**src/rtl/exe_pkg.sv**
```systemverilog
// Shared definitions for the matrix-engine sequencer: opcodes, FSM states,
// instruction field layout and default widths.
package exe_pkg;

    localparam int ADDR_W_DEF  = 8;
    localparam int TIMEOUT_DEF = 64;

    // Instruction word field positions
    localparam int OPC_MSB  = 15;
    localparam int OPC_LSB  = 11;
    localparam int DST_MSB  = 10;
    localparam int DST_LSB  = 8;
    localparam int SRCA_MSB = 7;
    localparam int SRCA_LSB = 5;
    localparam int SRCB_MSB = 4;
    localparam int SRCB_LSB = 2;

    // Opcodes; anything not listed here is illegal
    localparam logic [4:0] OP_NOP       = 5'h00;
    localparam logic [4:0] OP_ADD       = 5'h01;
    localparam logic [4:0] OP_SUB       = 5'h02;
    localparam logic [4:0] OP_SCALE     = 5'h03;
    localparam logic [4:0] OP_MULT      = 5'h04;
    localparam logic [4:0] OP_TRANSPOSE = 5'h05;
    localparam logic [4:0] OP_STORE     = 5'h06;
    localparam logic [4:0] OP_HALT      = 5'h1F;

    typedef enum logic [2:0] {
        S_IDLE   = 3'd0,
        S_FETCH  = 3'd1,
        S_DECODE = 3'd2,
        S_ISSUE  = 3'd3,
        S_WAIT   = 3'd4,
        S_WB     = 3'd5,
        S_HALTED = 3'd6
    } state_e;

    typedef struct packed {
        logic [4:0] opcode;
        logic [2:0] dst;
        logic [2:0] src_a;
        logic [2:0] src_b;
        logic [1:0] rsvd;
    } instr_t;

    // Split a raw ROM word into its fields
    function automatic instr_t unpack_instr(input logic [15:0] w);
        instr_t r;
        r.opcode = w[OPC_MSB:OPC_LSB];
        r.dst    = w[DST_MSB:DST_LSB];
        r.src_a  = w[SRCA_MSB:SRCA_LSB];
        r.src_b  = w[SRCB_MSB:SRCB_LSB];
        r.rsvd   = w[1:0];
        return r;
    endfunction

endpackage

```
**src/rtl/exe_sequencer_if.sv**
```systemverilog
// Handshake bundle between the sequencer (master) and its ROM / execution
// unit environment (slave).
interface exe_sequencer_if #(parameter int ADDR_W = exe_pkg::ADDR_W_DEF);

    logic              start;
    logic [ADDR_W-1:0] instr_addr;
    logic [15:0]       instr_data;
    logic [2:0]        src_a;
    logic [2:0]        src_b;
    logic [2:0]        dst;
    logic              read_from;
    logic              add_en;
    logic              scale_en;
    logic              mult_en;
    logic              transpose_en;
    logic              add_or_sub;
    logic              unit_done;
    logic              write_to_reg;
    logic              write_to_mem;
    logic              busy;
    logic              halted;
    logic              err_illegal;
    logic              err_timeout;

    modport master (
        input  start, instr_data, unit_done,
        output instr_addr, src_a, src_b, dst, read_from,
               add_en, scale_en, mult_en, transpose_en, add_or_sub,
               write_to_reg, write_to_mem, busy, halted,
               err_illegal, err_timeout
    );

    modport slave (
        output start, instr_data, unit_done,
        input  instr_addr, src_a, src_b, dst, read_from,
               add_en, scale_en, mult_en, transpose_en, add_or_sub,
               write_to_reg, write_to_mem, busy, halted,
               err_illegal, err_timeout
    );

endinterface

```
**src/rtl/exe_sequencer_wait_timer.sv**
```systemverilog
// Cycle counter for handshake waits. o_expired flags the TIMEOUT-th
// counted cycle, so the owner can act on it in that same cycle.
module wait_timer #(
    parameter int TIMEOUT = 64
) (
    input  logic clk,
    input  logic rst_n,
    input  logic i_clr,
    input  logic i_en,
    output logic o_expired
);

    localparam int CW = $clog2(TIMEOUT + 1);

    logic [CW-1:0] r_cnt;

    // r_cnt holds the number of earlier counted cycles, so the current
    // cycle is the TIMEOUT-th one when r_cnt == TIMEOUT-1.
    assign o_expired = i_en && (r_cnt == CW'(TIMEOUT - 1));

    // Count enabled cycles, saturating at the expiry point
    always_ff @(posedge clk or negedge rst_n) begin
        if (!rst_n) begin
            r_cnt <= '0;
        end else if (i_clr) begin
            r_cnt <= '0;
        end else if (i_en && !o_expired) begin
            r_cnt <= r_cnt + 1'b1;
        end
    end

endmodule

```
**src/rtl/exe_sequencer.sv**
```systemverilog
// Handshake-driven instruction sequencer: fetch from a synchronous ROM,
// decode, issue to one execution unit, wait for its done pulse, commit.
module exe_sequencer
    import exe_pkg::*;
#(
    parameter int ADDR_W  = ADDR_W_DEF,
    parameter int TIMEOUT = TIMEOUT_DEF
) (
    input  logic            clk,
    input  logic            reset,
    exe_sequencer_if.master bus
);

    state_e            r_state;
    logic [ADDR_W-1:0] r_pc;
    logic [2:0]        r_src_a;
    logic [2:0]        r_src_b;
    logic [2:0]        r_dst;
    logic              r_read_from;
    logic              r_add_en;
    logic              r_scale_en;
    logic              r_mult_en;
    logic              r_transpose_en;
    logic              r_add_or_sub;
    logic              r_write_to_reg;
    logic              r_write_to_mem;
    logic              r_busy;
    logic              r_halted;
    logic              r_err_illegal;
    logic              r_err_timeout;

    instr_t            w_instr;
    logic              w_tmr_clr;
    logic              w_tmr_en;
    logic              w_expired;
    logic              w_unused;

    assign w_instr  = unpack_instr(bus.instr_data);
    assign w_unused = ^w_instr.rsvd;

    // Timer restarts while the operation is being issued and counts WAIT cycles
    assign w_tmr_clr = (r_state == S_ISSUE);
    assign w_tmr_en  = (r_state == S_WAIT);

    wait_timer #(.TIMEOUT(TIMEOUT)) u_wait_timer (
        .clk       (clk),
        .rst_n     (reset),
        .i_clr     (w_tmr_clr),
        .i_en      (w_tmr_en),
        .o_expired (w_expired)
    );

    // Sequencer FSM; every output is a register updated on the transition
    // into the state where it must be visible.
    always_ff @(posedge clk or negedge reset) begin
        if (!reset) begin
            r_state        <= S_IDLE;
            r_pc           <= '0;
            r_src_a        <= '0;
            r_src_b        <= '0;
            r_dst          <= '0;
            r_read_from    <= 1'b0;
            r_add_en       <= 1'b0;
            r_scale_en     <= 1'b0;
            r_mult_en      <= 1'b0;
            r_transpose_en <= 1'b0;
            r_add_or_sub   <= 1'b0;
            r_write_to_reg <= 1'b0;
            r_write_to_mem <= 1'b0;
            r_busy         <= 1'b0;
            r_halted       <= 1'b0;
            r_err_illegal  <= 1'b0;
            r_err_timeout  <= 1'b0;
        end else begin
            // Single-cycle pulses drop unless re-armed below
            r_read_from    <= 1'b0;
            r_add_en       <= 1'b0;
            r_scale_en     <= 1'b0;
            r_mult_en      <= 1'b0;
            r_transpose_en <= 1'b0;
            r_write_to_reg <= 1'b0;
            r_write_to_mem <= 1'b0;

            case (r_state)
                S_IDLE, S_HALTED: begin
                    if (bus.start) begin
                        r_state       <= S_FETCH;
                        r_pc          <= '0;
                        r_busy        <= 1'b1;
                        r_halted      <= 1'b0;
                        r_err_illegal <= 1'b0;
                        r_err_timeout <= 1'b0;
                    end
                end

                // instr_addr already equals PC; ROM data shows up in DECODE
                S_FETCH: r_state <= S_DECODE;

                S_DECODE: begin
                    r_dst   <= w_instr.dst;
                    r_src_a <= w_instr.src_a;
                    r_src_b <= w_instr.src_b;
                    case (w_instr.opcode)
                        OP_NOP: begin
                            r_pc    <= r_pc + 1'b1;
                            r_state <= S_FETCH;
                        end
                        OP_ADD, OP_SUB, OP_SCALE, OP_MULT, OP_TRANSPOSE: begin
                            r_state        <= S_ISSUE;
                            r_read_from    <= 1'b1;
                            r_add_or_sub   <= (w_instr.opcode == OP_SUB);
                            r_add_en       <= (w_instr.opcode == OP_ADD) ||
                                              (w_instr.opcode == OP_SUB);
                            r_scale_en     <= (w_instr.opcode == OP_SCALE);
                            r_mult_en      <= (w_instr.opcode == OP_MULT);
                            r_transpose_en <= (w_instr.opcode == OP_TRANSPOSE);
                        end
                        OP_STORE: begin
                            // No unit involved: commit straight away
                            r_state        <= S_WB;
                            r_write_to_mem <= 1'b1;
                        end
                        OP_HALT: begin
                            r_state  <= S_HALTED;
                            r_busy   <= 1'b0;
                            r_halted <= 1'b1;
                        end
                        default: begin
                            // Unknown opcode: flag it and step over like a NOP
                            r_err_illegal <= 1'b1;
                            r_pc          <= r_pc + 1'b1;
                            r_state       <= S_FETCH;
                        end
                    endcase
                end

                S_ISSUE: r_state <= S_WAIT;

                S_WAIT: begin
                    // A done arriving on the expiry cycle still completes
                    if (bus.unit_done) begin
                        r_state        <= S_WB;
                        r_write_to_reg <= 1'b1;
                    end else if (w_expired) begin
                        r_state       <= S_HALTED;
                        r_err_timeout <= 1'b1;
                        r_busy        <= 1'b0;
                        r_halted      <= 1'b1;
                        r_add_or_sub  <= 1'b0;
                    end
                end

                S_WB: begin
                    r_pc         <= r_pc + 1'b1;
                    r_state      <= S_FETCH;
                    r_add_or_sub <= 1'b0;
                end

                default: r_state <= S_IDLE;
            endcase
        end
    end

    assign bus.instr_addr   = r_pc;
    assign bus.src_a        = r_src_a;
    assign bus.src_b        = r_src_b;
    assign bus.dst          = r_dst;
    assign bus.read_from    = r_read_from;
    assign bus.add_en       = r_add_en;
    assign bus.scale_en     = r_scale_en;
    assign bus.mult_en      = r_mult_en;
    assign bus.transpose_en = r_transpose_en;
    assign bus.add_or_sub   = r_add_or_sub;
    assign bus.write_to_reg = r_write_to_reg;
    assign bus.write_to_mem = r_write_to_mem;
    assign bus.busy         = r_busy;
    assign bus.halted       = r_halted;
    assign bus.err_illegal  = r_err_illegal;
    assign bus.err_timeout  = r_err_timeout;

endmodule

```
**src/flat_wrapper.sv**
```systemverilog
// flat-port wrapper written by rule: the top's interface ports become plain ports
module exe_sequencer_flat import exe_pkg::*;
#(
    parameter int ADDR_W  = ADDR_W_DEF,
    parameter int TIMEOUT = TIMEOUT_DEF
)
  (clk, reset, bus_start, bus_instr_data, bus_unit_done, bus_instr_addr, bus_src_a, bus_src_b, bus_dst, bus_read_from, bus_add_en, bus_scale_en, bus_mult_en, bus_transpose_en, bus_add_or_sub, bus_write_to_reg, bus_write_to_mem, bus_busy, bus_halted, bus_err_illegal, bus_err_timeout);
  exe_sequencer_if #(.ADDR_W(ADDR_W)) bus_i ();
  input  logic clk;
  input  logic reset;
  input wire logic [$bits(bus_i.start)-1:0] bus_start;
  input wire logic [$bits(bus_i.instr_data)-1:0] bus_instr_data;
  input wire logic [$bits(bus_i.unit_done)-1:0] bus_unit_done;
  output wire logic [$bits(bus_i.instr_addr)-1:0] bus_instr_addr;
  output wire logic [$bits(bus_i.src_a)-1:0] bus_src_a;
  output wire logic [$bits(bus_i.src_b)-1:0] bus_src_b;
  output wire logic [$bits(bus_i.dst)-1:0] bus_dst;
  output wire logic [$bits(bus_i.read_from)-1:0] bus_read_from;
  output wire logic [$bits(bus_i.add_en)-1:0] bus_add_en;
  output wire logic [$bits(bus_i.scale_en)-1:0] bus_scale_en;
  output wire logic [$bits(bus_i.mult_en)-1:0] bus_mult_en;
  output wire logic [$bits(bus_i.transpose_en)-1:0] bus_transpose_en;
  output wire logic [$bits(bus_i.add_or_sub)-1:0] bus_add_or_sub;
  output wire logic [$bits(bus_i.write_to_reg)-1:0] bus_write_to_reg;
  output wire logic [$bits(bus_i.write_to_mem)-1:0] bus_write_to_mem;
  output wire logic [$bits(bus_i.busy)-1:0] bus_busy;
  output wire logic [$bits(bus_i.halted)-1:0] bus_halted;
  output wire logic [$bits(bus_i.err_illegal)-1:0] bus_err_illegal;
  output wire logic [$bits(bus_i.err_timeout)-1:0] bus_err_timeout;
  assign bus_i.start = bus_start;
  assign bus_i.instr_data = bus_instr_data;
  assign bus_i.unit_done = bus_unit_done;
  assign bus_instr_addr = bus_i.instr_addr;
  assign bus_src_a = bus_i.src_a;
  assign bus_src_b = bus_i.src_b;
  assign bus_dst = bus_i.dst;
  assign bus_read_from = bus_i.read_from;
  assign bus_add_en = bus_i.add_en;
  assign bus_scale_en = bus_i.scale_en;
  assign bus_mult_en = bus_i.mult_en;
  assign bus_transpose_en = bus_i.transpose_en;
  assign bus_add_or_sub = bus_i.add_or_sub;
  assign bus_write_to_reg = bus_i.write_to_reg;
  assign bus_write_to_mem = bus_i.write_to_mem;
  assign bus_busy = bus_i.busy;
  assign bus_halted = bus_i.halted;
  assign bus_err_illegal = bus_i.err_illegal;
  assign bus_err_timeout = bus_i.err_timeout;
  exe_sequencer #(.ADDR_W(ADDR_W), .TIMEOUT(TIMEOUT)) u_core (.clk(clk), .reset(reset), .bus(bus_i));
endmodule
```
**config.mk**
```make
export PLATFORM = sky130hd
export DESIGN_NAME = exe_sequencer_flat
export DESIGN_NICKNAME = d
export VERILOG_FILES = /design/src/rtl/exe_pkg.sv /design/src/rtl/exe_sequencer_if.sv /design/src/rtl/exe_sequencer_wait_timer.sv /design/src/rtl/exe_sequencer.sv /design/src/flat_wrapper.sv
export SDC_FILE = /design/constraint.sdc
export NUM_CORES = 1
export LEC_CHECK = 0
export CORE_ASPECT_RATIO = 2
export CORE_UTILIZATION = 44
export DETAILED_ROUTE_END_ITERATION = 8
export HOLD_SLACK_MARGIN = 0.12
export PLACE_DENSITY = 0.75
export SLEW_MARGIN = 0
export SYNTH_ARGS = -nofsm -noshare
export SYNTH_HDL_FRONTEND = slang
export SYNTH_SLANG_ARGS = --single-unit
```
**constraint.sdc**
```tcl
create_clock -name clk -period 1.7 [get_ports clk]
set_input_delay 0.51 -clock clk [delete_from_list [all_inputs] [get_ports clk]]
set_output_delay 0.51 -clock clk [all_outputs]
set_load 0.02 [all_outputs]
```
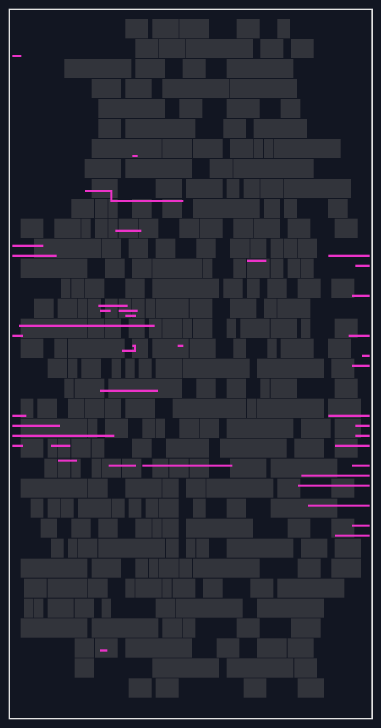
(run_1/m3.png)
The longest straight run is 18.2 um. The layer holds 3.6% of the routed length. The wires run mostly horizontal. 34 nets have wire on it.
via count of the routed design: 1816
GR Layer Usage met3: 0.0344
Post-Route WL: 4.80 mm

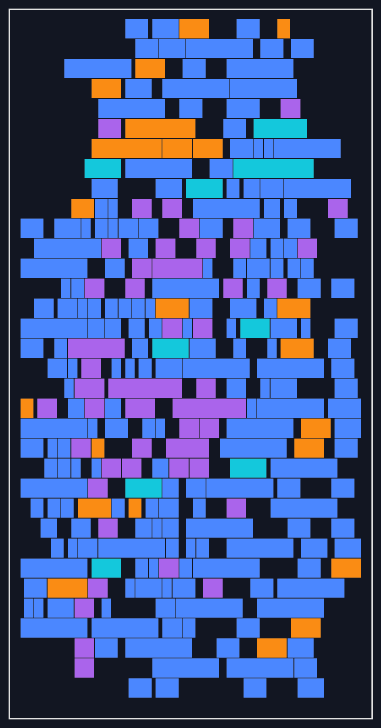
(run_1/sizing.png)
Key: blue = x1 and smaller [cells 198]; orange = x2 [cells 22]; cyan = x6 and larger [cells 9]; purple = x3 and x4 [cells 47]
area grow syn2layout: 48.7%
bufs w/o clock: 88
fin worst setup slack: 32.5 ps
post-route cell area: 2910 sq um

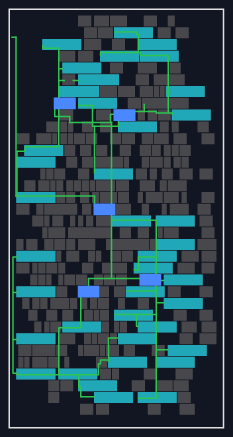
(run_1/clock_wires.png)
Key: green = clock wires [length 460 um]; cyan = flip-flops [count 39]; blue = clock-net drivers [count 5]
Position of the flops: all over the die.

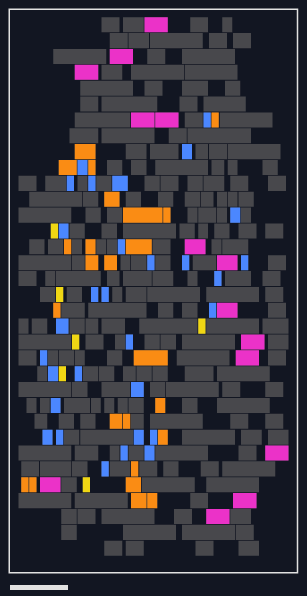
(run_1/gates.png)
Bar = 10 um.
Key: magenta = mux cells [cells 14, most used mux2_2]; yellow = inv cells [cells 6, most used inv_1, where middle left]; orange = nor cells [cells 24, most used nor2_1]; blue = nand cells [cells 30, most used nand2_1]

==> reports/results.ini, run 1 <==
[layout]
instances_no_fill = 330
comb.multi_input.count = 135
largest_register_ffs = 8
layout_top_cells = buf_4, dfrtp_1, dlygate4sd2_1
drive_gt1_frac = 0.283
largest_cell_class = logic gates
bufAreaShareNonClock = 0.255
comb_area_frac = 0.340
logic_area_sq_um = 990
lay_top_count = buf_4
seq_area_frac = 0.336
fill_cells = 360

[final_timing]
worst_pin_slew_ps = 424
final.period_utilization = 0.981
rsz0062_at_grt = true
slew_violations = 0
period_minus_slack_ps = 1670
finalClockSkew_ps = 8.09
relSlewSlack = 0.715

[floorplan]
nWellTaps = 54
die_y_um = 96.4
die_w_um = 49.2
core_area_sq_um = 4300
placementRows = 34
ios = 49
dieArea_sq_um = 4740

[place]
dp_cells = 316
portBuffers = 46
placed_area_sq_um = 2730
hpwl_mm = 3.45
place_ws_ps = -528

[power]
irDropWorstVdd_mv = 0.884

[setup_path]
cp-end-kind = flop
crit_end = u_core.u_wait_timer.r_cnt[3]
critPathMaxFanout = 5
rr_startpoint = u_core.r_state[0]
r2r_end = u_core.u_wait_timer.r_cnt[3]
required_ps = 1920
arrival_ps = 1890
critPathLaunchType = flop
crit_start = u_core.r_state[0]

[global_route]
use_met2 = 0.414
use_met1 = 0.204
grt_pass1_wl_mm = 7.61
top_usage_layer = met2
globalRouteOverflowTotal = 0
grt_pass1_vias = 1799
antenna_found_initial = 0

[clocking]
clk_latency_ps = 290
cts_root_buf = clkbuf_8
cts_buffer_depth = 2
cts_tree = built
cts_num_sinks = 39
cts_resized = 46
post_cts.repair.setup_buffers = 3
h-tree-depth = 2
cts-hold-fix-buffers = 0

[routing]
drc = 0
vias_per_cell = 5.50
routed.top_layer = met4
wirelength_met1_mm = 1.67
wl_met3_um = 174

[synthesis]
most_common_cell = dfrtp_1
ys_seq_elements = 39
top_area_cell = dfrtp_1
top_cells_by_count = dfrtp_1, nand2_1, o21ai_0
ys_seq_share = 0.498
area_leaders = dfrtp_1, mux2_2, nand2_1
edf_count = 0
ff_type = dfrtp_1
ys_types = 49
async_reset_ff_frac = 1.00
ys_cells = 189

[outcome]
status = complete, no violations

[worst_hold_path]
min_path_type = primary input to async pin

[run 1: power by group]
group | switching (mW) | internal (mW)
sequential | 0.172 | 1.19
clock | 0.322 | 0.437
combinational | 0.949 | 0.865
total | 1.44 | 2.49
[run 1: per-stage QoR]
step	hold WS [ps]	TNS, ps
finish	140	0
global route	160	-116
CTS	138	-63.9
detailed placement	458	-6670
global placement	458	-6310
floorplan	214	0
[run 1: cells by family after synthesis]
family	Yosys count	share of synthesized area
multiplexers	14	0.0779
adder cells (fa/ha/maj)	2	0.0128
flip-flops	39	0.498
XOR/XNOR	2	0.00894
AND-OR/OR-AND	48	0.171
AND/OR/NAND/NOR	68	0.193
buffers and inverters	16	0.0377
[run 1: critical path, stage by stage, from the launching register on]
cell and delay, ps:
dfrtp_2 450, nor3b_4 330, o31ai_2 180, or4_1 490
a21oi_1 150
==> inputs of run 2 (changes only) <==
--- a/config.mk
+++ b/config.mk
@@ -5,7 +5,7 @@
 export SDC_FILE = /design/constraint.sdc
 export NUM_CORES = 1
 export LEC_CHECK = 0
-export CORE_ASPECT_RATIO = 2
+export CORE_ASPECT_RATIO = 1.2
 export CORE_UTILIZATION = 44
 export DETAILED_ROUTE_END_ITERATION = 8
 export HOLD_SLACK_MARGIN = 0.12
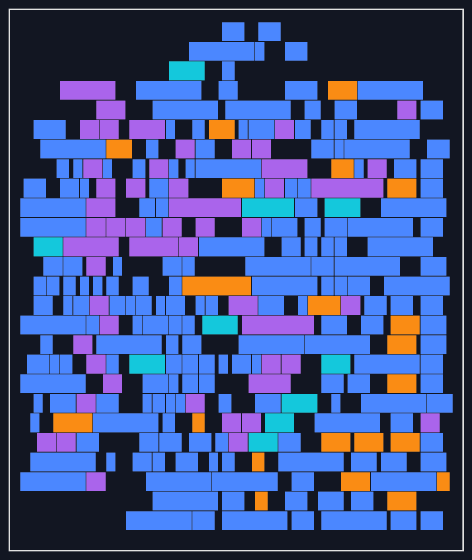
(run_2/sizing.png)
fin worst setup slack: -124 ps
post-route cell area: 2940 sq um

==> run 2 against run 1 <==
The run now ends with setup timing left. Combinational power is 4% higher. Critical path depth is 1 higher. Worst hold slack better by 130 ps.
==> reports/results.ini, run 2 <==
[place]
hpwl_mm = 3.24  ; -5.9%
placed_area_sq_um = 2700  ; -1.0%
portBuffers = 46  ; unchanged
place_ws_ps = -550  ; -21.5 ps
dp_cells = 314  ; -0.63%

[setup_path]
r2r_cells = 5
rr_startpoint = u_core.u_wait_timer.r_cnt[1]
crit_family = simple AND/OR/NAND/NOR gates
required_ps = 1870  ; -50 ps
critPathMaxStageDelay_ps = 570  ; +80 ps
cp-end-kind = flop
critPathLaunchType = flop
critPathMaxFanout = 2  ; -3
critPathKind = flop to flop
r2r_end = u_core.bus.busy
crit_buf_inv = 0  ; unchanged
arrival_ps = 1990  ; +100 ps
path_cells = ha_2 > nand4_1 > or4_4 > a2111oi_4 > o21ai_1
r2r_setup_slack_ps = -120
cp_slowest_cell = or4_4

[routing]
first_iter_violations = 89
wirelength_met1_mm = 1.85  ; +11%
vias_per_cell = 5.38  ; -2.2%
routed.top_layer = met4
wl_met3_um = 218  ; +25%
drc = 0  ; unchanged
drt_first_pass_iters = 4
dr_wl_met2_mm = 2.58

[floorplan]
placementRows = 26  ; -24%
nWellTaps = 56  ; +3.7%
ios = 49  ; unchanged
dieArea_sq_um = 4720  ; -0.32%
die_w_um = 62.9  ; +28%
core_util_floorplan = 0.460
die_y_um = 75.1  ; -22%
core_area_sq_um = 4260  ; -0.82%

[synthesis]
most_common_cell = dfrtp_1
ys_sh_xor = 0.00894  ; unchanged
async_reset_ff_frac = 1.00  ; unchanged
ys_types = 49  ; unchanged
adder_share = 0.0128  ; unchanged
ys_sh_mux = 0.0779  ; unchanged
synth_area_per_cell_sq_um = 10.4
simple_gate_share = 0.193  ; unchanged
ys_seq_elements = 39  ; unchanged
top_cells_by_count = dfrtp_1, nand2_1, o21ai_0
top_area_cell = dfrtp_1
area_leaders = dfrtp_1, mux2_2, nand2_1
ff_type = dfrtp_1
synth.cellmix.compoundShare = 0.171  ; unchanged
ys_seq_share = 0.498  ; unchanged
ys_cells = 189  ; unchanged
fp_nets = 211
synthTopLogicFamily = simple AND/OR/NAND/NOR gates
edf_count = 0  ; unchanged

[final_timing]
setup_viol = 5
worst_pin_slew_ps = 502  ; +77.6 ps
rsz0062_at_grt = true
finalClockSkew_ps = 6.91  ; -1.19 ps
slew_violations = 0  ; unchanged
setup_ws_ps = -124  ; -157 ps
final.period_utilization = 1.07  ; +0.0922
whs_ps = 274  ; +135 ps
relSlewSlack = 0.665  ; -0.0500
finalSetupTns_ps = -277  ; -277 ps
period_minus_slack_ps = 1820  ; +157 ps

[layout]
area_delta_synth_final_pct = 49.9
final-clk-cell-share = 0.0247
buffers = 90  ; +2.3%
num_antenna_cells = 0
drive_gt1_frac = 0.298  ; +0.0156
comb.multi_input.count = 134  ; -0.74%
logic_area_sq_um = 1030  ; +4.6%
bufAreaShareNonClock = 0.259  ; +0.00390
lay_top_count = buf_4
seq_area_frac = 0.333  ; -0.00314
instances_no_fill = 331  ; +0.30%
comb_area_frac = 0.352  ; +0.0126
layout_top_cells = buf_4, dfrtp_1, dlygate4sd2_1
fin_nets = 298
seq_cells = 39
largest_cell_class = logic gates
fill_cells = 340  ; -5.6%
largest_register_ffs = 8  ; unchanged
post-route-util = 0.689

[global_route]
globalRouteOverflowTotal = 0  ; unchanged
top_usage_layer = met2
grt_pass1_vias = 1862  ; +3.5%
use_met2 = 0.422  ; +0.00736
track_usage = 0.223
antenna_found_initial = 0  ; unchanged
grt_pass1_wl_mm = 8.02  ; +5.3%
use_met1 = 0.229  ; +0.0250
grt_start_max_net_pins = 40

[power]
irDropWorstVdd_mv = 0.591  ; -33%
total_power_mw = 3.81
powerComb_mw = 1.88  ; +4%
seq_power_mw = 1.36  ; about the same
combinationalPowerShare = 0.493  ; +0.032
swShare = 0.374  ; +0.00745
intPower_mw = 2.38  ; -4.4%
power_frac_clock = 0.149  ; -0.044
maxPowerGroup = combinational logic
p_clk_uw = 569  ; -25%
seq_power_share = 0.358  ; +0.012
power_switching_mw = 1.42  ; -1.3%
p_leak_nw = 1.37

[clocking]
cts_buffers = 5
cts_num_sinks = 39  ; unchanged
cts_tree = built
post_cts.repair.setup_buffers = 5  ; +2
cts_resized = 47  ; +2.2%
cts_buffer_depth = 2  ; unchanged
h-tree-depth = 2  ; unchanged
cts_root_buf = clkbuf_8
clk_latency_ps = 290  ; about the same
cts-hold-fix-buffers = 0  ; unchanged

[run]
log.warning_count = 30
drv_cap = 0

[outcome]
violations = setup timing
status = finished, violations left

[worst_hold_path]
min_path_type = primary input to async pin

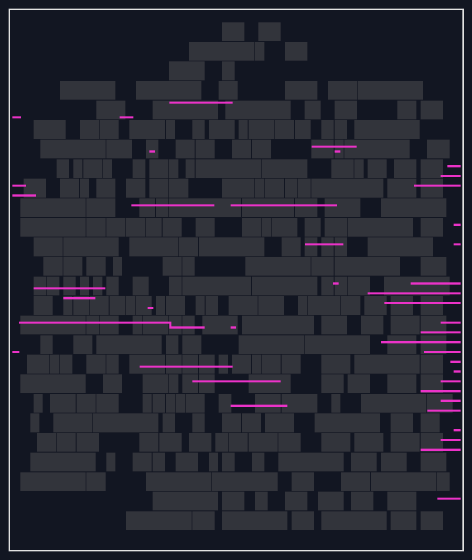
(run_2/m3.png)
35 nets have wire on it. The layer carries 218 um of wire. The wires run mostly horizontal. The longest straight run is 20.9 um.
GR Layer Usage met3: 0.0485
Post-Route WL: 4.78 mm
via count of the routed design: 1782

## run 2: netlist changes by cell type in the layout (fill, tap and decap cells not counted), sizes merged
cell | before | now
bufinv | 1 | 0
buf | 43 | 45
o31ai | 4 | 3
clkbuf | 7 | 9
clkinv | 2 | 0
clkdlybuf4s50 | 10 | 9
## run 2: worst max path at each step
stage	start	to	slack (ps)	depth (start not counted)
floorplan	u_core.u_wait_timer.r_cnt[0]	u_core.bus.busy	8	5
global placement	bus_instr_data[13]	u_core.bus.instr_addr[3]	-570	5
detailed placement	bus_instr_data[13]	u_core.bus.instr_addr[3]	-550	5
CTS	u_core.u_wait_timer.r_cnt[0]	u_core.bus.busy	-50	5
global route	u_core.u_wait_timer.r_cnt[1]	u_core.bus.busy	-180	5
finish	u_core.u_wait_timer.r_cnt[1]	u_core.bus.busy	-120	5
Power is estimated from default activity; no workload was simulated.
